## src/rtl/wb_stage_if.sv

```systemverilog
// Bundle between the memory stage, the writeback stage and the register file / forwarding network.
// The stage itself uses the slave view; whoever feeds the MEM/WB bundle uses the master view.
interface wb_stage_if #(
    parameter int XLEN    = 32,
    parameter int NUM_SRC = 4,
    parameter int REG_AW  = 5,
    parameter int CNT_W   = 32
);
    localparam int SEL_W = (NUM_SRC <= 2) ? 1 : $clog2(NUM_SRC);
    localparam int OFF_W = $clog2(XLEN / 8);

    logic                    in_valid;
    logic                    in_ready;
    logic                    stall;
    logic                    flush;
    logic                    crt_wb_in;
    logic [SEL_W-1:0]        wb_sel_in;
    logic [REG_AW-1:0]       rd_in;
    logic [2:0]              load_fmt_in;
    logic [OFF_W-1:0]        byte_off_in;
    logic [NUM_SRC*XLEN-1:0] src_data;
    logic                    rf_we;
    logic [REG_AW-1:0]       rf_waddr;
    logic [XLEN-1:0]         rf_wdata;
    logic                    fwd_valid;
    logic [REG_AW-1:0]       fwd_rd;
    logic [XLEN-1:0]         fwd_data;
    logic                    misalign;
    logic [CNT_W-1:0]        retire_cnt;

    modport master (
        output in_valid, stall, flush, crt_wb_in, wb_sel_in, rd_in,
               load_fmt_in, byte_off_in, src_data,
        input  in_ready, rf_we, rf_waddr, rf_wdata, fwd_valid, fwd_rd,
               fwd_data, misalign, retire_cnt
    );

    modport slave (
        input  in_valid, stall, flush, crt_wb_in, wb_sel_in, rd_in,
               load_fmt_in, byte_off_in, src_data,
        output in_ready, rf_we, rf_waddr, rf_wdata, fwd_valid, fwd_rd,
               fwd_data, misalign, retire_cnt
    );
endinterface

```

## src/rtl/wb_stage.sv

```systemverilog
// Registered writeback stage: selects the result, formats load data, drives the
// register-file write port and forwarding path, flags misaligned loads, counts retirements.
module wb_stage #(
    parameter int XLEN    = 32,
    parameter int NUM_SRC = 4,
    parameter int REG_AW  = 5,
    parameter int CNT_W   = 32
) (
    input logic       clk,
    input logic       rst_n,
    wb_stage_if.slave bus
);
    logic              accept;
    logic [XLEN-1:0]   src0;
    logic [31:0]       lane;
    logic [XLEN-1:0]   fmt_data;
    logic [XLEN-1:0]   sel_data;
    logic              load_mis;
    logic              mis;

    logic              v_q;
    logic              wq_q;
    logic              mis_q;
    logic [REG_AW-1:0] waddr_q;
    logic [XLEN-1:0]   wdata_q;
    logic [CNT_W-1:0]  cnt_q;

    assign accept      = bus.in_valid & ~bus.stall & ~bus.flush;
    assign bus.in_ready = ~bus.stall;

    // The addressed lane is shifted down to bit 0 so every format reads from the bottom.
    assign src0 = bus.src_data[XLEN-1:0];
    assign lane = 32'(src0 >> {bus.byte_off_in, 3'b000});

    always_comb begin
        fmt_data = src0;
        load_mis = 1'b0;
        case (bus.load_fmt_in)
            3'b000: fmt_data = XLEN'(signed'(lane[7:0]));
            3'b001: begin
                fmt_data = XLEN'(signed'(lane[15:0]));
                load_mis = bus.byte_off_in[0];
            end
            3'b010: begin
                fmt_data = XLEN'(signed'(lane));
                load_mis = |bus.byte_off_in[1:0];
            end
            3'b100: fmt_data = XLEN'(lane[7:0]);
            3'b101: begin
                fmt_data = XLEN'(lane[15:0]);
                load_mis = bus.byte_off_in[0];
            end
            3'b110: if (XLEN == 64) begin
                fmt_data = XLEN'(lane);
                load_mis = |bus.byte_off_in[1:0];
            end
            3'b011: if (XLEN == 64) load_mis = |bus.byte_off_in;
            default: ;
        endcase
    end

    // Out-of-range selects fall through to zero data.
    always_comb begin
        sel_data = '0;
        for (int k = 1; k < NUM_SRC; k++) begin
            if (int'(bus.wb_sel_in) == k) sel_data = bus.src_data[k*XLEN +: XLEN];
        end
        if (bus.wb_sel_in == '0) sel_data = fmt_data;
    end

    assign mis = (bus.wb_sel_in == '0) & load_mis;

    always_ff @(posedge clk or negedge rst_n) begin
        if (!rst_n) begin
            v_q     <= 1'b0;
            wq_q    <= 1'b0;
            mis_q   <= 1'b0;
            waddr_q <= '0;
            wdata_q <= '0;
            cnt_q   <= '0;
        end else begin
            v_q <= accept;
            if (accept) begin
                waddr_q <= bus.rd_in;
                wdata_q <= sel_data;
                wq_q    <= bus.crt_wb_in & (bus.rd_in != '0) & ~mis;
                mis_q   <= mis;
            end
            if (v_q) cnt_q <= cnt_q + 1'b1;
        end
    end

    assign bus.rf_we      = v_q & wq_q;
    assign bus.rf_waddr   = waddr_q;
    assign bus.rf_wdata   = wdata_q;
    assign bus.fwd_valid  = v_q & wq_q;
    assign bus.fwd_rd     = waddr_q;
    assign bus.fwd_data   = wdata_q;
    assign bus.misalign   = v_q & mis_q;
    assign bus.retire_cnt = cnt_q;
endmodule
```

## src/flat_wrapper.sv

```systemverilog
// flat-port wrapper written by rule: the top's interface ports become plain ports
module wb_stage_flat 
#(
    parameter int XLEN    = 32,
    parameter int NUM_SRC = 4,
    parameter int REG_AW  = 5,
    parameter int CNT_W   = 32
)
  (clk, rst_n, bus_in_valid, bus_stall, bus_flush, bus_crt_wb_in, bus_wb_sel_in, bus_rd_in, bus_load_fmt_in, bus_byte_off_in, bus_src_data, bus_in_ready, bus_rf_we, bus_rf_waddr, bus_rf_wdata, bus_fwd_valid, bus_fwd_rd, bus_fwd_data, bus_misalign, bus_retire_cnt);
  wb_stage_if #(.XLEN(XLEN), .NUM_SRC(NUM_SRC), .REG_AW(REG_AW), .CNT_W(CNT_W)) bus_i ();
  input logic clk;
  input logic rst_n;
  input wire logic [$bits(bus_i.in_valid)-1:0] bus_in_valid;
  input wire logic [$bits(bus_i.stall)-1:0] bus_stall;
  input wire logic [$bits(bus_i.flush)-1:0] bus_flush;
  input wire logic [$bits(bus_i.crt_wb_in)-1:0] bus_crt_wb_in;
  input wire logic [$bits(bus_i.wb_sel_in)-1:0] bus_wb_sel_in;
  input wire logic [$bits(bus_i.rd_in)-1:0] bus_rd_in;
  input wire logic [$bits(bus_i.load_fmt_in)-1:0] bus_load_fmt_in;
  input wire logic [$bits(bus_i.byte_off_in)-1:0] bus_byte_off_in;
  input wire logic [$bits(bus_i.src_data)-1:0] bus_src_data;
  output wire logic [$bits(bus_i.in_ready)-1:0] bus_in_ready;
  output wire logic [$bits(bus_i.rf_we)-1:0] bus_rf_we;
  output wire logic [$bits(bus_i.rf_waddr)-1:0] bus_rf_waddr;
  output wire logic [$bits(bus_i.rf_wdata)-1:0] bus_rf_wdata;
  output wire logic [$bits(bus_i.fwd_valid)-1:0] bus_fwd_valid;
  output wire logic [$bits(bus_i.fwd_rd)-1:0] bus_fwd_rd;
  output wire logic [$bits(bus_i.fwd_data)-1:0] bus_fwd_data;
  output wire logic [$bits(bus_i.misalign)-1:0] bus_misalign;
  output wire logic [$bits(bus_i.retire_cnt)-1:0] bus_retire_cnt;
  assign bus_i.in_valid = bus_in_valid;
  assign bus_i.stall = bus_stall;
  assign bus_i.flush = bus_flush;
  assign bus_i.crt_wb_in = bus_crt_wb_in;
  assign bus_i.wb_sel_in = bus_wb_sel_in;
  assign bus_i.rd_in = bus_rd_in;
  assign bus_i.load_fmt_in = bus_load_fmt_in;
  assign bus_i.byte_off_in = bus_byte_off_in;
  assign bus_i.src_data = bus_src_data;
  assign bus_in_ready = bus_i.in_ready;
  assign bus_rf_we = bus_i.rf_we;
  assign bus_rf_waddr = bus_i.rf_waddr;
  assign bus_rf_wdata = bus_i.rf_wdata;
  assign bus_fwd_valid = bus_i.fwd_valid;
  assign bus_fwd_rd = bus_i.fwd_rd;
  assign bus_fwd_data = bus_i.fwd_data;
  assign bus_misalign = bus_i.misalign;
  assign bus_retire_cnt = bus_i.retire_cnt;
  wb_stage #(.XLEN(XLEN), .NUM_SRC(NUM_SRC), .REG_AW(REG_AW), .CNT_W(CNT_W)) u_core (.clk(clk), .rst_n(rst_n), .bus(bus_i));
endmodule
```

## config.mk

```make
export PLATFORM = sky130hd
export DESIGN_NAME = wb_stage_flat
export DESIGN_NICKNAME = d
export VERILOG_FILES = /design/src/rtl/wb_stage_if.sv /design/src/rtl/wb_stage.sv /design/src/flat_wrapper.sv
export SDC_FILE = /design/constraint.sdc
export NUM_CORES = 1
export LEC_CHECK = 0
export CORE_MARGIN = 2
export CORE_UTILIZATION = 37
export DETAILED_ROUTE_END_ITERATION = 10
export PLACE_DENSITY = 0.79
export SETUP_SLACK_MARGIN = 0.15
export SKIP_CTS_REPAIR_TIMING = 1
export SYNTH_ARGS = -nofsm -noshare
export SYNTH_HDL_FRONTEND = slang
export SYNTH_SLANG_ARGS = --single-unit
```

## constraint.sdc

```tcl
create_clock -name clk -period 1.7 [get_ports clk]
set_clock_uncertainty 0.2 [all_clocks]
set_input_delay 0.34 -clock clk [delete_from_list [all_inputs] [get_ports clk]]
set_output_delay 0.34 -clock clk [all_outputs]
set_load 0.01 [all_outputs]
```

**Signal wires by layer**

Two of the layers only.
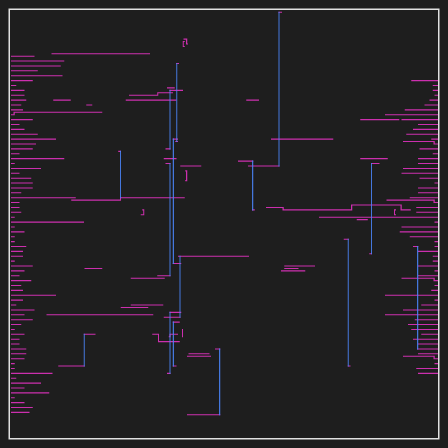
color	layer	wire length
magenta	met3	1,140 um
blue	met4	336 um
GRT Util Overall: 0.259
DR vias: 5,468
final WL: 20.6 mm

**Met4 routing**

Scale bar: 20 um. Cells faint in the background.
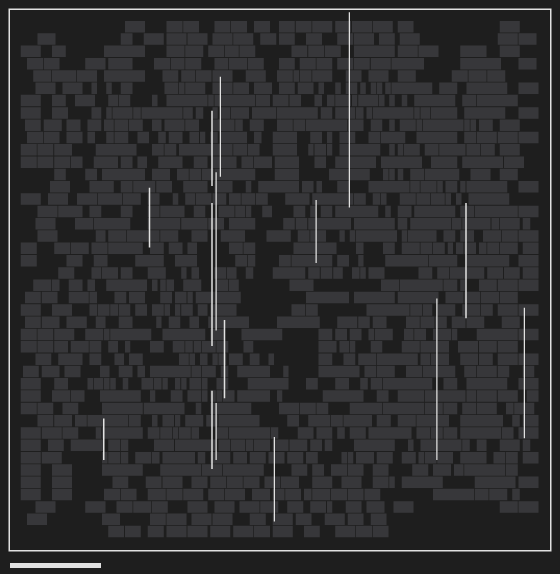
nets with wire on the layer	13
longest straight run	42.8 um

**Clock wiring as the flow saved it**

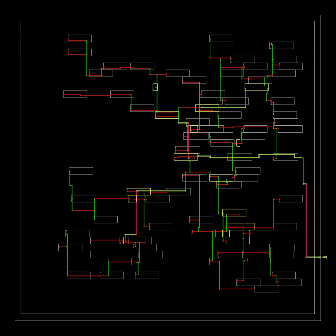
Seq cells: 72
clkbuf count: 11

**The metal 2 layer**

Cells faint in the background.
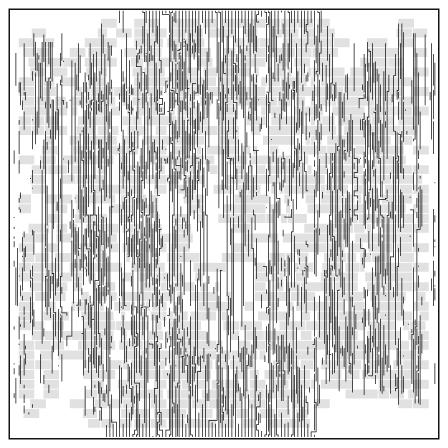
longest straight run	53.4 um
main direction	vertical
share of all routed wire	54%
nets with wire on the layer	913

[power by group]
part | leakage, nW | switching, W | internal, W | total (W)
sequential | 0.893 | 0.000240 | 0.00195 | 0.00219
combinational | 4.19 | 0.00104 | 0.00146 | 0.00250
clock | 0.136 | 0.000738 | 0.00114 | 0.00188
total | 5.21 | 0.00202 | 0.00455 | 0.00656
[final timing paths]
| path | slack, ns | cells after the start | endpoint |
|---|---|---|---|
| setup / recovery | -0.04 | 5 | u_core.bus.retire_cnt[26] |
| hold / removal | 0.06 | 3 | u_core.bus.fwd_rd[4] |
| setup reg to reg | -0.04 | 5 | u_core.bus.retire_cnt[26] |
| hold reg to reg | 0.28 | 2 | u_core.wq_q |
| max in group asynchronous | 0.50 | 3 | u_core.bus.fwd_data[6] |
| min in group asynchronous | 0.30 | 2 | u_core.bus.retire_cnt[15] |
[cell families (layout without fill, tap and decap cells)]
family | count (synthesis) | after routing | share of synthesized area
compound gates | 136 | 136 | 0.195
flops | 72 | 72 | 0.366
fa+ha+maj | 1 | 1 | 0.00254
xor+xnor | 31 | 31 | 0.0552
simple gates | 138 | 139 | 0.149
mux | 53 | 53 | 0.125
buf+inv | 87 | 419 | 0.107
[cell usage after synthesis, types with 6 or more instances]
master,n,share of area
o22ai_1,18,0.023
clkbuf_1,11,0.0084
buf_4,41,0.063
inv_1,18,0.014
xnor2_1,18,0.032
nand2_1,55,0.042
a21oi_1,16,0.016
nor2_1,30,0.023
mux2i_1,17,0.035
o31ai_1,8,0.012
nand3_1,8,0.0081
dfrtp_1,72,0.37
a221o_1,8,0.016
nand4_1,6,0.0076
a22o_1,7,0.012
o21ai_0,37,0.038
mux2_2,27,0.062
a221oi_1,23,0.041
buf_2,8,0.0081
o211ai_1,9,0.014
mux2_4,8,0.024
xor2_1,13,0.023
==> results.json <==
{
  "outcome": "complete, but fails checks",
  "violations": "negative setup slack",
  "drt_first_pass_iters": 6,
  "finalWorstSetupSlack_ns": -0.0428,
  "timing.hold.ws_ns": 0.0582,
  "finalSetupViolCount": 16,
  "path_buffers": 0,
  "hold_class": "input port to flip-flop",
  "drive_gt1_frac": 0.356,
  "fillCellCount": 972,
  "worstPathArrival_ns": 1.79,
  "layout_min_cycle_time_ns": 1.74,
  "final-seq-area_sq_mm": 0.00182,
  "io_pins": 256,
  "yosys_cells": 518,
  "clkLatencyLatePin_ns": 0.33,
  "taps": 176,
  "worstMarginPinSlew_ns": 0.438,
  "final_layout_top_logic_cells": "dlymetal6s2s_1, clkdlybuf4s50_1, buf_4",
  "antenna_cells": 0,
  "routedWlPerCell_um": 20.1,
  "tns_ns": -0.251,
  "rows": 42,
  "edf_count": 0,
  "placed_area_sq_mm": 0.00811,
  "via_per_inst": 5.32,
  "critPathTopFamily": "simple AND/OR/NAND/NOR gates",
  "numPortBuffers": 255,
  "wl_met3_mm": 1.14
}
Power is estimated from default activity; no workload was simulated.
